File: config.mk
export PLATFORM = sky130hd
export DESIGN_NAME = pulse_interval_monitor
export DESIGN_NICKNAME = d
export VERILOG_FILES = /design/src/rtl/pulse_mon_pkg.sv /design/src/rtl/sync_fifo.sv /design/src/rtl/pulse_interval_monitor.sv
export SDC_FILE = /design/constraint.sdc
export NUM_CORES = 1
export LEC_CHECK = 0
export CAP_MARGIN = 20
export CORE_MARGIN = 8
export CORE_UTILIZATION = 55
export CTS_BUF_LIST = sky130_fd_sc_hd__clkbuf_8 sky130_fd_sc_hd__clkbuf_16
export CTS_CLUSTER_SIZE = 25
export DETAILED_ROUTE_END_ITERATION = 16
export HOLD_SLACK_MARGIN = 0.15
export PLACE_DENSITY = 0.78
export SYNTH_ARGS = -nofsm -noshare
export SYNTH_HDL_FRONTEND = slang
export SYNTH_SLANG_ARGS = --single-unit
File: constraint.sdc
create_clock -name clk -period 3.2 [get_ports clk]
set_clock_uncertainty 0.1 [all_clocks]
set_input_delay 0.32 -clock clk [delete_from_list [all_inputs] [get_ports clk]]
set_output_delay 0.32 -clock clk [all_outputs]
set_load 0.02 [all_outputs]
File: src/rtl/pulse_mon_pkg.sv
// rtl/pulse_mon_pkg.sv - shared types, defaults and helpers for the pulse interval monitor
package pulse_mon_pkg;

   typedef enum logic [1:0] {
      IDLE    = 2'd0,
      ARMED   = 2'd1,
      MEASURE = 2'd2
   } state_t;

   localparam int DEF_CNT_W      = 16;
   localparam int DEF_TIMEOUT    = 1000;
   localparam int DEF_FIFO_DEPTH = 4;
   localparam int DEF_TOT_W      = 32;

   function automatic int clog2(input int value);
      int r;
      r = 0;
      for (int i = 0; i < 31; i++) begin
         if ((1 << i) < value) r = i + 1;
      end
      return r;
   endfunction

endpackage

File: src/rtl/sync_fifo.sv
// rtl/sync_fifo.sv - single-clock FIFO with push/pop, full/empty and drop strobe
module sync_fifo
   import pulse_mon_pkg::*;
#(
   parameter int WIDTH = 16,
   parameter int DEPTH = 4
) (
   input  logic             clk,
   input  logic             rst,
   input  logic             push,
   input  logic [WIDTH-1:0] din,
   output logic             full,
   input  logic             pop,
   output logic [WIDTH-1:0] dout,
   output logic             empty,
   output logic             drop
);

   localparam int AW = clog2(DEPTH);
   localparam int CW = AW + 1;

   logic [WIDTH-1:0] mem [DEPTH];
   logic [AW-1:0]    wr_ptr;
   logic [AW-1:0]    rd_ptr;
   logic [CW-1:0]    count;
   logic             do_push;
   logic             do_pop;

   assign full  = (count == CW'(DEPTH));
   assign empty = (count == '0);
   assign do_pop  = pop & ~empty;
   // A pop in the same cycle frees the slot, so a full FIFO can still accept.
   assign do_push = push & (~full | do_pop);
   assign drop    = push & full & ~do_pop;
   assign dout    = empty ? '0 : mem[rd_ptr];

   always_ff @(posedge clk) begin
      if (do_push) mem[wr_ptr] <= din;
   end

   always_ff @(posedge clk) begin
      if (rst) begin
         wr_ptr <= '0;
         rd_ptr <= '0;
         count  <= '0;
      end else begin
         if (do_push) wr_ptr <= wr_ptr + 1'b1;
         if (do_pop)  rd_ptr <= rd_ptr + 1'b1;
         case ({do_push, do_pop})
            2'b10:   count <= count + 1'b1;
            2'b01:   count <= count - 1'b1;
            default: count <= count;
         endcase
      end
   end

endmodule

File: src/rtl/pulse_interval_monitor.sv
// rtl/pulse_interval_monitor.sv - edge detect, interval FSM, edge counter and measurement FIFO
module pulse_interval_monitor
   import pulse_mon_pkg::*;
#(
   parameter int CNT_W      = DEF_CNT_W,
   parameter int TIMEOUT    = DEF_TIMEOUT,
   parameter int FIFO_DEPTH = DEF_FIFO_DEPTH,
   parameter int TOT_W      = DEF_TOT_W
) (
   input  logic             clk,
   input  logic             rst,
   input  logic             pulse_in,
   input  logic             enable,
   input  logic             clear_ovf,
   output logic             m_valid,
   input  logic             m_ready,
   output logic [CNT_W-1:0] m_data,
   output logic             timeout,
   output logic             overflow,
   output logic [TOT_W-1:0] edge_total
);

   state_t           state;
   logic             pulse_d;
   logic             edge_det;
   logic [CNT_W-1:0] cnt;
   logic             push;
   logic             fifo_empty;
   logic             drop;
   logic             full_unused;

   assign edge_det = pulse_in & ~pulse_d;
   assign push     = enable & (state == MEASURE) & edge_det;
   assign m_valid  = ~fifo_empty;

   always_ff @(posedge clk) begin
      if (rst) begin
         state      <= IDLE;
         pulse_d    <= 1'b0;
         cnt        <= '0;
         timeout    <= 1'b0;
         overflow   <= 1'b0;
         edge_total <= '0;
      end else begin
         pulse_d <= pulse_in;
         timeout <= 1'b0;
         if (state != IDLE && edge_det) edge_total <= edge_total + 1'b1;
         if (drop)           overflow <= 1'b1;
         else if (clear_ovf) overflow <= 1'b0;
         // Dropping enable abandons any interval in progress.
         if (!enable) begin
            state <= IDLE;
            cnt   <= '0;
         end else begin
            case (state)
               IDLE: state <= ARMED;
               ARMED: begin
                  if (edge_det) begin
                     cnt   <= CNT_W'(1);
                     state <= MEASURE;
                  end
               end
               MEASURE: begin
                  if (edge_det) begin
                     cnt <= CNT_W'(1);
                  end else if (cnt == CNT_W'(TIMEOUT)) begin
                     timeout <= 1'b1;
                     cnt     <= '0;
                     state   <= ARMED;
                  end else begin
                     cnt <= cnt + 1'b1;
                  end
               end
               default: state <= IDLE;
            endcase
         end
      end
   end

   sync_fifo #(
      .WIDTH (CNT_W),
      .DEPTH (FIFO_DEPTH)
   ) u_fifo (
      .clk   (clk),
      .rst   (rst),
      .push  (push),
      .din   (cnt),
      .full  (full_unused),
      .pop   (m_ready),
      .dout  (m_data),
      .empty (fifo_empty),
      .drop  (drop)
   );

endmodule

**Run 1: track usage over the die**

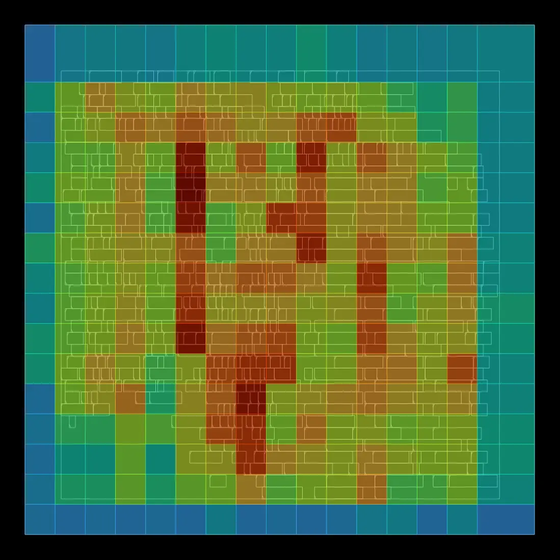
global routing met2 resource utilization: 30.2%
global-route usage over all layers: 17.4%
DR WL/cell: 16.6 um
busiest layer in global routing: met2

**Run 1: wiring by layer**

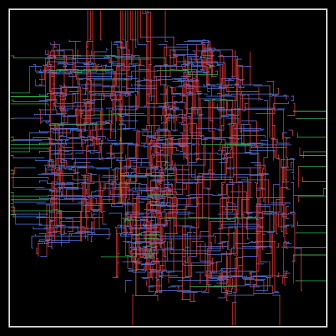
[red] M2 | wire length: 5780 um
[blue] M1 | wire length: 4730 um
[green] M3 | wire length: 669 um
[orange] M4 | wire length: 107 um

==> impl_metrics.ini, run 1 <==
; flow metrics
[synthesis]
yosysTopAreaCell = edfxtp_1
ff_type = edfxtp_1
synth.top_cells.by_area = edfxtp_1 35%, dfxtp_1 22%, mux4_2 6.5%
syn_area_per_cell_sq_um = 11.8
enable_flop_cells = 64

[cells_and_area]
finalCoreUtilization_pct = 69.2
drive_above_1_share_pct = 14.3
antenna-diode-count = 0
syn_to_final_growth_pct = 22.1

[final_timing]
hold_viol_final = 0
period_used_pct = 90.8
final-setup-viol-count = 0
setup-tns-final_ns = 0
worst_slew_pin_tran_ns = 0.766
whs_ns = 0.356
finalMaxSlewViolations = 0

[placement]
dpl.hpwl_um = 7380
dp_cells = 646

[setup_path]
critPathCaptureType = output pin
critical_path.top_delay_family = flip-flops
crit_path_cell_trace = mux4_2 -> and2_1 -> clkdlybuf4s50_1
worstPathArrival_ns = 2.49
worst_path_largest_cell_delay_ns = 0.81
cp_num_buf_inv = 1
count_of_cell_instances_traversed_by_the_critical_path = 3
critPathLaunchType = flip-flop

[run]
openroad.warnings = 30

[floorplan]
total_die_area_sq_um = 13600
die_height_um = 117
std_cell_rows = 36
placeableCoreArea_sq_um = 9820

[global_routing]
initial_antenna_violation_count = 0
grt_pass1_vias = 3747
globalRoute.totalOverflow = 0

[hold_path]
timing.hold.worst.class = input port to flip-flop

[outcome]
status = complete, no violations

[routing]
num_vias = 3792
finalWirelength_um = 11300
detail_route.iter0.violations = 225
dr.pass1.iters = 5

[clock_tree]
cts_post_setup_buffers_inserted = 0
postCtsHoldBufs = 0
**Run 1: gate-type map**

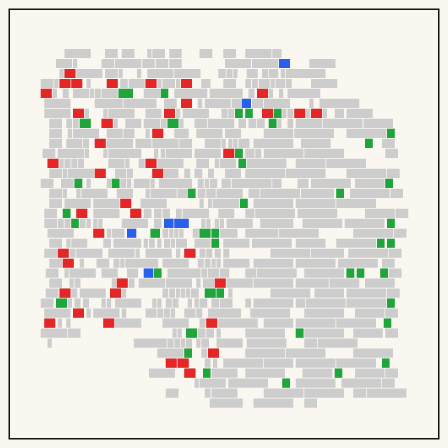
[green] and/or cells | cells: 43 | most used: and2_1
[blue] non-inverting ao/oa cells | cells: 6
[red] xor and xnor cells | cells: 41 | most used: xnor2_1
multi-input gate share of total cell area: 33.0%
commonest non-fill, non-tap cell in the layout: edfxtp_1
Post-Layout Cell Count: 678

run 1: placed cells by master (no fill, tap or decap), types with 13 or more instances in the layout:
master	instances
nor4_2	14
nor3_1	13
and2_1	21
xnor2_1	32
nand2_1	30
dfxtp_1	62
o21ai_0	17
inv_1	16
nand3_1	20
clkdlybuf4s50_1	56
nor2_1	54
edfxtp_1	64
clkbuf_16	16
mux4_2	16
run 1: cells by family after synthesis:
group,share of synthesized area [%]
xor gates and xnor gates,6.46
DFF,56.9
muxes,6.66
and+or+nand+nor,20.7
adders and majority gates,1.93
buffers and inverters,2.90
AOI/OAI and AO/OA,4.50
run 1: power by group:
| part | internal (mW) | switching, mW |
|---|---|---|
| clock | 0.976 | 0.753 |
| combinational | 0.0200 | 0.0324 |
| sequential | 1.68 | 0.00425 |
| total | 2.68 | 0.789 |
run 1: synthesized netlist by cell type (7+ instances only):
cell type,number
o21ai_0,17
nand2_1,30
xnor2_1,32
nand3_1,20
nor3_1,13
mux4_2,16
inv_1,16
edfxtp_1,64
ha_1,7
nor4_2,14
clkbuf_1,10
nor2_1,54
and3_1,8
a21oi_1,10
and2_1,21
xor2_1,9
dfxtp_1,62
run 1: routing by layer:
| metal | part of all wire [%] | track usage (%) | up-vias |
|---|---|---|---|
| li1 | - | - | 1824 |
| met1 | 42 | 19.9 | 1846 |
| met2 | 51 | 30.2 | 112 |
| met3 | 5.9 | 5.38 | 10 |
| met4 | 0.95 | 5.97 | 0 |
| met5 | 0 | 0 | - |
run 1: cell type report:
type                    count  area, sq um
inverters                  16         60.1
clock inverters            15          128
flip-flops and latches    126         3160
fillers                   730         3030
multi-input cells         307         2240
repair buffers             64          621
well taps                 133          166
clock buffers              17          414
run 1: state kept, by name (all words and copies together) (netlist names), named ones only:
signal         flops
pulse_d            1
u_fifo.mem        64
overflow           1
u_fifo.count       3
cnt               16
u_fifo.rd_ptr      2
timeout            1
edge_total        32
state              2
u_fifo.wr_ptr      2
run 1: how the worst max path moves through the flow:
stage	start	end	slack [ns]
finish	flip-flop	m_data[4]	0.29
global route	flip-flop	m_data[4]	0.17
CTS	flip-flop	m_data[4]	0.24
detailed placement	pulse_in	u_fifo.count[2]	0.61
global placement	pulse_in	u_fifo.count[2]	0.69
floorplan	u_fifo.count[0]	u_fifo.count[2]	0.80
run 1: per-stage QoR:
stage          area [sq um]  setup WS (ns)
6_report               6790          0.294
5_1_grt                6790          0.171
4_1_cts                6790          0.242
3_5_place_dp           6250          0.611
3_3_place_gp           6250          0.691
2_1_floorplan          5560          0.802
**Run 1: metal 2**

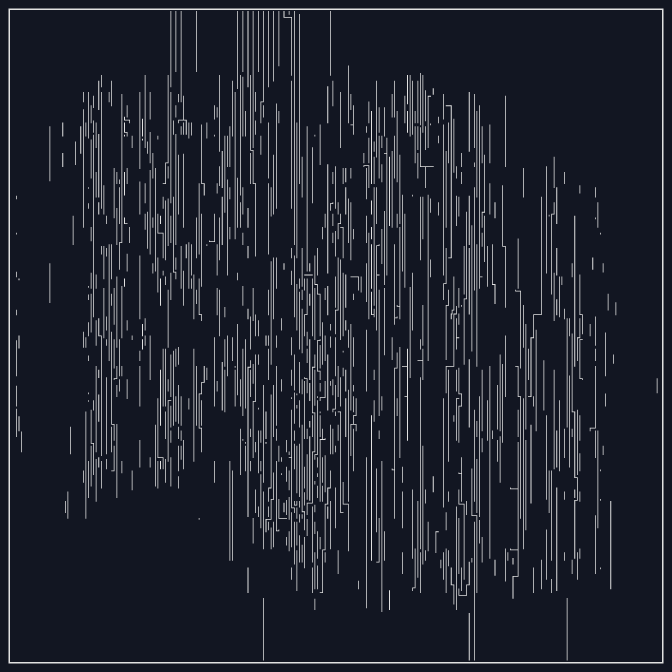

==> run 2, diff against run 1 <==
--- a/config.mk
+++ b/config.mk
@@ -12,7 +12,7 @@
 export CTS_CLUSTER_SIZE = 25
 export DETAILED_ROUTE_END_ITERATION = 16
 export HOLD_SLACK_MARGIN = 0.15
-export PLACE_DENSITY = 0.78
+export PLACE_DENSITY = 0.81
 export SYNTH_ARGS = -nofsm -noshare
 export SYNTH_HDL_FRONTEND = slang
 export SYNTH_SLANG_ARGS = --single-unit
**Run 2: metal 2**

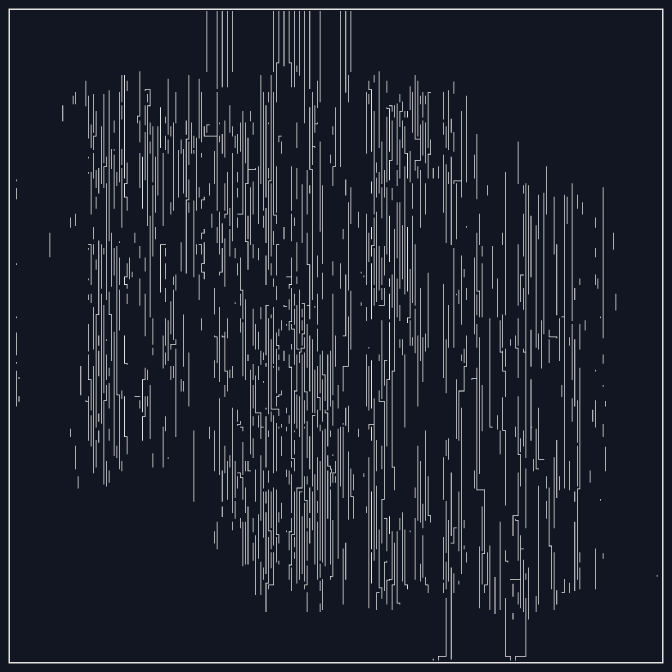
main direction: vertical
share of all routed wire: 50%

**Run 2: wiring by layer**

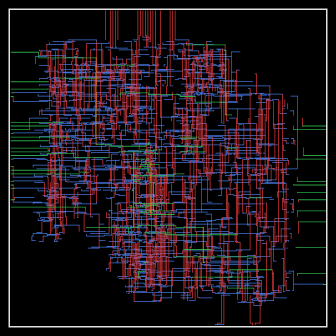
[orange] M4 | wire length: 125 um
[green] M3 | wire length: 847 um
[red] M2 | wire length: 5710 um
[blue] M1 | wire length: 4850 um

==> run 2 against run 1 <==
Global-route usage rose by 0.44 points. Die size did not move. Largest power group unchanged. Register-to-register slack improved by 0.07 ns. Fmax rose by 1.6%. Cell count did not move. Hold slack got worse by 0.013 ns. Final area rose by 0.66%. Area after synthesis did not move. Power rose by 4.4%. Critical endpoint is now m_data[14]. Combinational power fell by 2%.
==> impl_metrics.ini, run 2 <==
; flow metrics
[floorplan]
placeableCoreArea_sq_um = 9820
total_die_area_sq_um = 13600

[setup_path]
crit_path_cell_trace = mux4_2 -> and2_1 -> clkdlybuf4s50_1
critPathCaptureType = output pin
critical_path.top_delay_family = flip-flops

[final_timing]
final_critical_path_setup_slack_ns = 0.340
finalMaxSlewViolations = 0
period_used_pct = 89.4

[synthesis]
top_count_cell_post_synth = edfxtp_1
synth.top_cells.by_area = edfxtp_1 35%, dfxtp_1 22%, mux4_2 6.5%
yosysTopAreaCell = edfxtp_1

[placement]
placement.setup.worst_slack_ns = 0.642
dp_cells = 646
dpl.hpwl_um = 7440

[cells_and_area]
drive_above_1_share_pct = 13.9
antenna-diode-count = 0
largest_register_ffs = 64
largestRegisters = u_fifo.mem: 64 flops, edge_total: 32 flops, cnt: 16 flops
finish.cell_count_without_fillers = 678
finalCoreUtilization_pct = 69.6

[global_routing]
grt_pass1_vias = 3740
grt_usage_pct = 17.8

[outcome]
status = complete, no violations

[routing]
dr.pass1.iters = 5
detail_route.iter0.violations = 340

[clock_tree]
postCtsHoldBufs = 0

[hold_path]
timing.hold.worst.class = input port to flip-flop

[run]
openroad.warnings = 30
run 2: netlist changes by cell type in the layout (fill, tap and decap cells not counted), sizes merged:
| cell | previous run | this run |
|---|---|---|
| inv | 24 | 18 |
| bufinv | 0 | 3 |
| clkinvlp | 1 | 4 |
run 2: routing by layer:
layer  global-route usage [%]  wire length (um)  vias up
li1                         -                 -     1822
met1                     21.2              4850     1850
met2                     29.4              5710      124
met3                     6.72               846       15
met4                     5.38               125        0
met5                        0                 0        -
run 2: final cells by class:
| cell class | count | area [sq um] | area share (%) |
|---|---|---|---|
| sequential | 126 | 3160 | 46.3 |
| inverter | 16 | 60.1 | 0.879 |
| clock buffer | 17 | 414 | 6.06 |
| timing repair buffer | 64 | 621 | 9.08 |
| clock inverter | 15 | 173 | 2.53 |
| multi-input combinational | 307 | 2240 | 32.7 |
| tap | 133 | 166 | 2.43 |
run 2: cells by family (layout without fill, tap and decap cells):
logic type	after synthesis	count (layout)	share of synthesized area, %
DFF	126	126	56.9
adders and majority gates	8	8	1.93
muxes	17	17	6.66
buffers and inverters	37	112	2.90
and+or+nand+nor	199	199	20.7
AOI/OAI and AO/OA	42	42	4.50
xor gates and xnor gates	41	41	6.46
run 2: path summary, 6_finish.rpt:
path | end | slack, ns | depth (start not counted) | from
min | pulse_d | 0.34 | 2 | pulse_in
max | m_data[14] | 0.34 | 3 | flip-flop
min reg2reg | edge_total[5] | 0.42 | 2 | edge_total[5]
max reg2reg | u_fifo.count[2] | 0.72 | 6 | u_fifo.count[1]
run 2: stage by stage:
step | cell area, sq um | hold WS (ns) | power [mW]
5_1_grt | 6840 | 0.336 | 3.73
2_1_floorplan | 5560 | 0.348 | 1.76
3_3_place_gp | 6250 | 0.394 | 1.77
3_5_place_dp | 6250 | 0.414 | 1.77
6_report | 6840 | 0.343 | 3.62
4_1_cts | 6840 | 0.312 | 3.65
run 2: report_power, final:
part	switching, mW	internal, mW
combinational	0.0312	0.0198
clock	0.702	1.18
sequential	0.00436	1.68
==> run 3, diff against run 2 <==
--- a/config.mk
+++ b/config.mk
@@ -5,6 +5,7 @@
 export SDC_FILE = /design/constraint.sdc
 export NUM_CORES = 1
 export LEC_CHECK = 0
+export ABC_CLOCK_PERIOD_IN_PS = 3200
 export CAP_MARGIN = 20
 export CORE_MARGIN = 8
 export CORE_UTILIZATION = 55
**Run 3: wiring by layer**

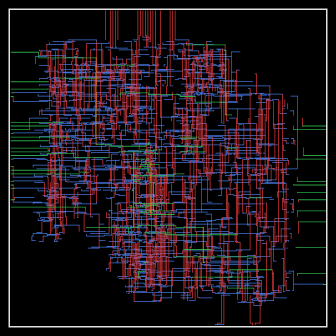
[orange] M4 | wire length: 125 um
[blue] M1 | wire length: 4850 um
[red] M2 | wire length: 5710 um
[green] M3 | wire length: 847 um

==> run 3 against run 2 <==
Non-clock buffer count unchanged. Cell count did not move. Power unchanged. Hold slack unchanged. Clock power about the same. Global-route usage stayed put. Area after synthesis unchanged. Critical path depth is the same. Sequential power about the same. Flip-flop count unchanged. Combinational power about the same. Synthesized cell count stayed put. Critical path type unchanged. Largest cell class unchanged.
==> impl_metrics.ini, run 3 <==
; flow metrics
[setup_path]
worstPathArrival_ns = 2.44
critPathCaptureType = output pin
count_of_cell_instances_traversed_by_the_critical_path = 3
worst-r2r-setup-slack_ns = 0.72
crit_path_cell_trace = mux4_2 -> and2_1 -> clkdlybuf4s50_1
r2r_start = u_fifo.count[1]
reg2reg_depth = 6
cp_num_buf_inv = 1
critical_path.top_delay_family = flip-flops
critPathLaunchType = flip-flop

[placement]
placement.setup.worst_slack_ns = 0.642
dpl.hpwl_um = 7440

[floorplan]
placeableCoreArea_sq_um = 9820
die_height_um = 117
std_cell_rows = 36
total_die_area_sq_um = 13600

[cells_and_area]
finalCoreUtilization_pct = 69.6
largestRegisters = u_fifo.mem: 64 flops, edge_total: 32 flops, cnt: 16 flops
registers.top_by_ff_count = u_fifo.mem
syn_to_final_growth_pct = 22.9
antenna-diode-count = 0
lay_top_cells = 64 x edfxtp_1, 62 x dfxtp_1, 56 x clkdlybuf4s50_1, 54 x nor2_1, 32 x xnor2_1
largest_register_ffs = 64
final_common_cell = edfxtp_1
drive_above_1_share_pct = 13.9

[routing]
finalWirelength_um = 11500
num_vias = 3811
detail_route.iter0.violations = 340
drt-wirelength-per-cell_um = 17.0
dr.pass1.iters = 5

[power_and_ir_drop]
total_power_mw = 3.62

[final_timing]
worst_slew_pin_tran_ns = 0.739
hold_viol_final = 0
finalMaxSlewViolations = 0
final_critical_path_setup_slack_ns = 0.340
period_used_pct = 89.4
final-setup-viol-count = 0

[run]
openroad.warnings = 30

[outcome]
status = complete, no violations

[global_routing]
grt_pass1_vias = 3740
globalRoute.totalOverflow = 0

[synthesis]
top_cells_by_count = 64 x edfxtp_1, 62 x dfxtp_1, 54 x nor2_1
synth.top_cells.by_area = edfxtp_1 35%, dfxtp_1 22%, mux4_2 6.5%
ff_type = edfxtp_1
enable_flop_cells = 64

[hold_path]
holdPathStages = 2
timing.hold.worst.class = input port to flip-flop

[clock_tree]
cts_post_setup_buffers_inserted = 0
postCtsHoldBufs = 0
**Run 3: gate-type map**

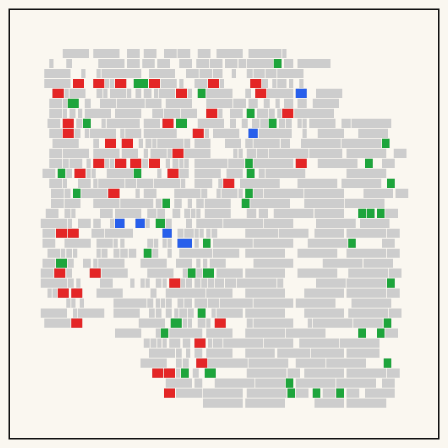
[red] xor and xnor cells | cells: 41 | most used: xnor2_1
[green] and/or cells | cells: 43 | most used: and2_1 | where: widely spread
[blue] non-inverting ao/oa cells | cells: 6
multi-input gate share of total cell area: 32.7%

[run 3: worst max path at each step]
stage / start / endpoint
after floorplan: u_fifo.count[0] / u_fifo.count[2]
after global placement: pulse_in / u_fifo.count[2]
after detailed placement: pulse_in / u_fifo.count[2]
after CTS: flip-flop / m_data[14]
after global routing: flip-flop / m_data[14]
final: flip-flop / m_data[14]
[run 3: cell families after synthesis]
kind of cell | synth area share, %
AND-OR/OR-AND | 4.50
XOR/XNOR | 6.46
flip-flops | 56.9
AND/OR/NAND/NOR | 20.7
adder cells (fa/ha/maj) | 1.93
multiplexers | 6.66
buffers and inverters | 2.90
[run 3: final cells by class]
| class | instances | area [sq um] | area share, % |
|---|---|---|---|
| flip-flops and latches | 126 | 3160 | 46.3 |
| multi-input cells | 307 | 2240 | 32.7 |
| repair buffers | 64 | 621 | 9.08 |
| clock buffers | 17 | 414 | 6.06 |
| clock inverters | 15 | 173 | 2.53 |
| well taps | 133 | 166 | 2.43 |
| inverters | 16 | 60.1 | 0.879 |
[run 3: per-stage QoR]
| stage | instances | cell area, sq um | hold WS [ns] |
|---|---|---|---|
| 2_1_floorplan | 470 | 5560 | 0.348 |
| 3_3_place_gp | 646 | 6250 | 0.394 |
| 3_5_place_dp | 646 | 6250 | 0.414 |
| 4_1_cts | 678 | 6840 | 0.312 |
| 5_1_grt | 678 | 6840 | 0.336 |
| 6_report | 678 | 6840 | 0.343 |
[run 3: report_power, final]
group	switching [mW]	internal [mW]	leakage, nW	total (mW)
logic	0.0312	0.0198	0.835	0.0511
registers	0.00436	1.68	1.10	1.69
clock network	0.702	1.18	0.279	1.88
[run 3: layer usage]
layer | global-route usage [%] | up-vias | share of wire, %
met4 | 5.38 | 0 | 1.1
met3 | 6.72 | 15 | 7.3
met2 | 29.4 | 124 | 50
met5 | 0 | - | 0
li1 | - | 1822 | -
met1 | 21.2 | 1850 | 42
No activity file was given, so power comes from the tool's default toggle rates.
